==> config.mk <==
export PLATFORM = sky130hd
export DESIGN_NAME = req_encoder32to5_flat
export DESIGN_NICKNAME = d
export VERILOG_FILES = /design/src/rtl/req_encoder32to5_if.sv /design/src/rtl/req_encoder32to5.sv /design/src/flat_wrapper.sv
export SDC_FILE = /design/constraint.sdc
export NUM_CORES = 1
export LEC_CHECK = 0
export CORE_AREA = 3 3 75 77
export CTS_BUF_LIST = sky130_fd_sc_hd__clkbuf_4
export CTS_CLUSTER_DIAMETER = 50
export DETAILED_ROUTE_END_ITERATION = 7
export DIE_AREA = 0 0 78 80
export DONT_BUFFER_PORTS = 1
export GPL_TIMING_DRIVEN = 0
export PLACE_DENSITY_LB_ADDON = 0.2
export SLEW_MARGIN = 15
export SYNTH_ARGS = -nofsm -noshare
export SYNTH_HDL_FRONTEND = slang
export SYNTH_SLANG_ARGS = --single-unit
export TNS_END_PERCENT = 5
==> constraint.sdc <==
create_clock -name clk -period 1.9 [get_ports clk]
set_input_delay 0.285 -clock clk [delete_from_list [all_inputs] [get_ports clk]]
set_output_delay 0.285 -clock clk [all_outputs]
set_load 0.05 [all_outputs]
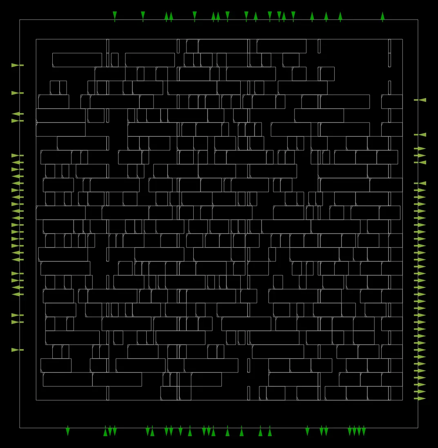
Fig. 1. Placement view (run 1).
final std cells w/o fill: 386
# rows: 26
flop count: 39
Final Core Density: 67.9%

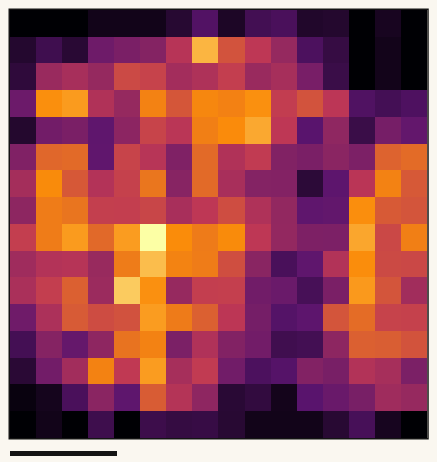
Fig. 2. Wire density map (run 1).
The bar under the picture is 20 microns long. 16 x 16 tiles, from black (low) to pale yellow (high), scaled to the fullest tile. Values are wire area over tile area, all layers added.
36% of the tiles are over half the peak. The fullest tile reaches 0.56. 5.1% of the tiles are nearly empty. The densest ninth of the die: left middle. The emptiest ninth of the die: top right.
Final Routed Wirelength: 8.51 mm
Vias: 2445

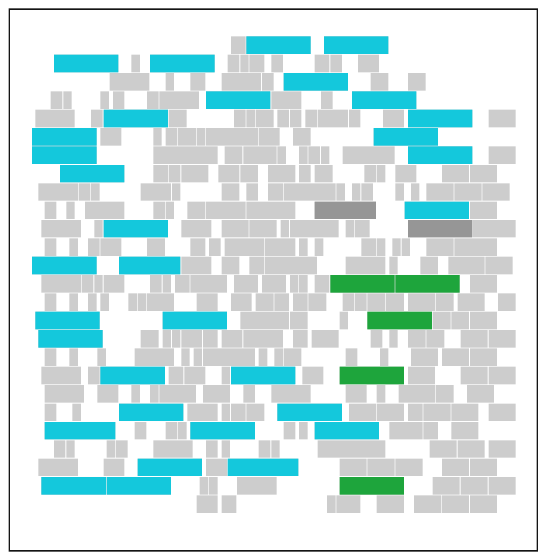
Fig. 3. Sequential cells grouped by signal name (run 1).
Key: u_core.bus.pending = cyan [placed flops 32, where spread over the die]; u_core.bus.out_code = green [placed flops 5]
Another 2 sequential cells are not colored.
Seq area share: 29.8%
sequential power: 1050 uW
FF/Latch Area: 0.00103 sq mm

==> flow_summary.ini, run 1 <==
; flow metrics
[placed_design]
placed_cell_area_sq_mm = 0.00283
port_buffers = 0
place_hpwl_mm = 5.57
pre_cts_ws_ps = -615
gp_congestion = 0.839
placedCellCount = 358

[synthesis]
ys_seq_share_pct = 39.2
edf_count = 0
synth_area_sq_mm = 0.00249
yosysWarnings = 0
synthCells = 287
synthTopCellsByCount = nor2_1 (47), dfrtp_1 (39), nand2_1 (38), a21oi_1 (36), a41oi_1 (15)
yosys_cells = 287
syn_area_per_cell_sq_um = 8.68
yosysMostFrequentCell = nor2_1
topCellsByArea = dfrtp_1 (39%), a21oi_1 (7.2%), nor2_1 (7.1%)
top_area_share_pct = 39.2
ys_area_sq_mm = 0.00249
syn-num-nets = 323
yosys.area.top_type = dfrtp_1
ys_ff = 39
async_reset_ff_share_pct = 100
synthFlopType = dfrtp_1
ys_types = 51

[power_and_ir_drop]
clkPwrFrac_pct = 22.0
power.density_cell_area_mw_per_mm2 = 622
switching_share_pct = 41.4
power_leader = registers
leakagePower_uw = 0.00109
p_comb_share_pct = 29.2
ir_drop_uv = 414
seqPwrFrac_pct = 48.8
intPower_uw = 1250
p_total_uw = 2140
comb-power_uw = 625
p_sw_uw = 887
pg_clk_uw = 471

[final_timing]
fin_crit_sh_pct = 123
worst_pin_slew_ps = 825
setup_violations = 69
rsz0062_at_grt = yes
slew_headroom_pct = 44.8
min_period_ps = 2340
clock.fmax_ghz = 0.427
fin_ws_ps = -442
timing_hold_violations_final = 0
drv_slew = 0
whs_ps = 35.6
clock_skew_ps = 15.1
tns_ps = -19020

[clocking]
clkLatencyLatePin_ps = 370
ctsResizeCount = 69
cts_setup_buffers = 19
htree_num_levels = 2
numCtsBuffers = 5
cts_tree = done
clock-sinks = 39
ctsHoldBuffers = 1
clk_pin_slew_worst_paths_ps = 130
cts_buffer_depth = 2
cts-root-buf = clkbuf_4

[setup_path]
required_ps = 2100
crit_type = flip-flop to flip-flop
reg2reg_depth = 5
crit_chain = nor4_1 > o211a_1 > o21ai_4 > a21oi_4 > a41oi_1
cp_max_fo = 8
slowest_stage = nor4_1
critPathTopFamily = AND-OR/OR-AND gates
critPathBufInv = 0
cp-start-kind = flip-flop
r2r_slack_ps = -440
cp-end-kind = flip-flop
critPathMaxStageDelay_ps = 620
crit_cells = 5
arrival_ps = 2550

[routing]
wl_per_cell_microns = 22.0
drt_iter0_markers = 106
ant_nets = 0
drc = 0
drt-vias-per-instance = 6.33
firstDrtPassIters = 4

[final_layout]
largest_reg_flops = 32
drive_above_1_share_pct = 51.3
postLayoutCellArea_sq_mm = 0.00344
diodes = 0
final_cell_mix = nand2_1 (36), a21oi_1 (36), dfrtp_2 (35)
nNetsFinal = 351

[grt]
grt_pass1_wl_mm = 13.6
grt_max_degree = 21
antenna_found_initial = 0
grt-ovfl-total = 0
track_usage_pct = 28.0
first_global_vias = 2557

[floorplanning]
die_w_microns = 78
initCoreUtil_pct = 49.1
core_region_area_sq_mm = 0.00507
io_pins = 106
die_h_microns = 80
die_area_sq_mm = 0.00624

[outcome]
violations = setup timing
status = finished with violations

[min_path]
hp-class = input port to flip-flop
worstHoldPathCells = 2

[run]
openroad.warnings = 29
run 1: kinds of logic after synthesis:
logic type             count (synthesis)  synth area share, %
buffers and inverters                 23                 4.12
AOI/OAI and AO/OA                     93                 29.3
and+or+nand+nor                      132                 27.3
DFF                                   39                 39.2
run 1: cell type report:
type | instances | area [sq um]
tap | 70 | 87.6
sequential | 39 | 1030
clock buffer | 7 | 52.6
inverter | 8 | 30.0
clock inverter | 1 | 5.00
timing repair buffer | 22 | 243
multi-input combinational | 225 | 1880
fill | 402 | 1630
buffer | 14 | 120
run 1: routing by layer:
layer	GRT usage [%]	vias to the layer above	share of wire (%)
met5	0	-	0
met4	7.87	0	1.2
met3	8.35	12	10
met2	48.7	114	50
met1	33.7	1187	39
li1	-	1132	-
==> inputs of run 2 (changes only) <==
--- a/config.mk
+++ b/config.mk
@@ -13,6 +13,7 @@
 export DONT_BUFFER_PORTS = 1
 export GPL_TIMING_DRIVEN = 0
 export PLACE_DENSITY_LB_ADDON = 0.2
+export SKIP_CTS_REPAIR_TIMING = 1
 export SLEW_MARGIN = 15
 export SYNTH_ARGS = -nofsm -noshare
 export SYNTH_HDL_FRONTEND = slang
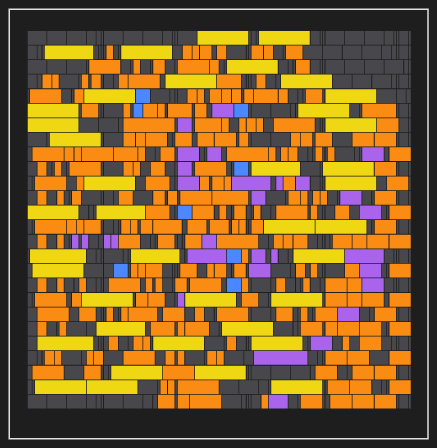
Fig. 4. Placed cells, one color a class (run 2).
Fill, decap, tap and diode cells in gray.
Key: flops = yellow [cells 39]; other buffers and delay cells = purple [cells 30]; clock drivers and dummy loads = blue [cells 8]; combinational and other logic = orange [cells 233]
core area: 0.00507 sq mm
Seq area share: 30.2%
Final Core Density: 66.8%

==> flow_summary.ini, run 2 <==
; flow metrics
[outcome]
status = finished with violations
violations = setup timing

[synthesis]
top_area_share_pct = 39.2
async_reset_ff_share_pct = 100
compound_area_share_pct = 29.3
ys_ff = 39
yosysWarnings = 0
synthFlopType = dfrtp_1
synth_area_sq_mm = 0.00249
mux_share_pct = 0
ys_sh_xor_pct = 0
syn-num-nets = 323
yosys.area.top_type = dfrtp_1
synthTopLogicFamily = AND-OR/OR-AND gates
yosys_cells = 287
syn_area_per_cell_sq_um = 8.68
ys_seq_share_pct = 39.2
yosysMostFrequentCell = nor2_1
ys_types = 51
synthCells = 287
ys_sh_simple_pct = 27.3
topCellsByArea = dfrtp_1 (39%), a21oi_1 (7.2%), nor2_1 (7.1%)
ys_area_sq_mm = 0.00249
yosys.area_share.adder_pct = 0
synthTopCellsByCount = nor2_1 (47), dfrtp_1 (39), nand2_1 (38), a21oi_1 (36), a41oi_1 (15)
edf_count = 0

[routing]
top_layer = met4
ant_nets = 0
drt-vias-per-instance = 6.41
wl_per_cell_microns = 21.9
met1_length_mm = 3.23
firstDrtPassIters = 4
via_count = 2435
routed_wl_mm = 8.32
wl_met3_microns = 749
drc = 0
drt_iter0_markers = 115
routed-wl-met2_mm = 4.27

[run]
max_cap_viol_count = 0
openroad.warnings = 28

[grt]
grt-ovfl-total = 0
grt_pass1_wl_mm = 12.0
use_met2_pct = 42.0
grt_max_degree = 21
track_usage_pct = 24.5
first_global_vias = 2294
antenna_found_initial = 0
busiest_layer = met2
use_met3_pct = 6.66
grt_use_met1_pct = 30.8

[final_layout]
comb_share_pct = 55.8
final_common_cell = a21oi_1
nNetsFinal = 345
drive_above_1_share_pct = 50.3
seq_area_sq_mm = 0.00102
largest_reg_flops = 32
num-nonclk-inverters = 8
diodes = 0
clock_cell_area_share_pct = 1.70
nMultiInputCombCells = 225
nClkBuffers = 7
logic_area_sq_mm = 0.00189
nonClkBufAreaFrac_pct = 8.86
final_cell_mix = a21oi_1 (36), nand2_1 (35), nor2_4 (33)
flops = 39
fillCellCount = 422
buffers = 30
area_growth_pct = 36.1
dominant_cells = combinational gates

[floorplanning]
rows = 26
die_area_sq_mm = 0.00624
die_h_microns = 80
initCoreUtil_pct = 49.1
die_w_microns = 78
tap_cells = 70
io_pins = 106

[setup_path]
critPathBufInv = 1
critPathTopFamily = AND-OR/OR-AND gates
crit_chain = nor4_4 > o31ai_2 > a2111oi_2 > o21a_2 > and3_4 > buf_6 > a41oi_1
crit_type = flip-flop to flip-flop
slowest_stage = dfrtp_4
crit_cells = 7
reg2reg_depth = 7
critPathMaxStageDelay_ps = 610
cp-end-kind = flip-flop
cp_max_fo = 6
r2r_slack_ps = -410
cp-start-kind = flip-flop
required_ps = 2130
arrival_ps = 2550

[final_timing]
timing_hold_violations_final = 0
drv_slew = 0
slew_headroom_pct = 58.9
rsz0062_at_grt = yes
worst_pin_slew_ps = 617
setup_violations = 69
fin_crit_sh_pct = 122
whs_ps = 49.8
clock.fmax_ghz = 0.432
clock_skew_ps = 12.8
min_period_ps = 2310
tns_ps = -18600
fin_ws_ps = -413

[power_and_ir_drop]
leakagePower_uw = 0.00104
ir_drop_uv = 410
power.density_cell_area_mw_per_mm2 = 626

[min_path]
worstHoldPathCells = 2
hp-class = input port to flip-flop

[clocking]
numCtsBuffers = 5
cts_buffer_depth = 2
cts_tree = done
clk_pin_slew_worst_paths_ps = 120
cts-root-buf = clkbuf_4
clock-sinks = 39
clkLatencyLatePin_ps = 360
htree_num_levels = 2

[placed_design]
place_hpwl_mm = 5.57
port_buffers = 0
gp_congestion = 0.839
==> run 2: per-stage QoR <==
| stage | setup slack, ps | std cells | power [uW] | instance area (sq um) | utilization [%] |
|---|---|---|---|---|---|
| 3_3_place_gp | -605 | 357 | 1510 | 2800 | 55.2 |
| 6_report | -413 | 380 | 2120 | 3390 | 66.8 |
| 4_1_cts | -697 | 366 | 1980 | 2890 | 56.9 |
| 3_5_place_dp | -615 | 358 | 1530 | 2830 | 55.7 |
| 5_1_grt | -501 | 380 | 2210 | 3390 | 66.8 |
| 2_1_floorplan | -185 | 287 | 1410 | 2710 | - |
==> run 2: report_power, final <==
group	total, uW	internal, uW	switching, uW
registers	1040	864	180
logic	620	210	410
clock network	458	173	285
Power and IR drop assume default switching activity.
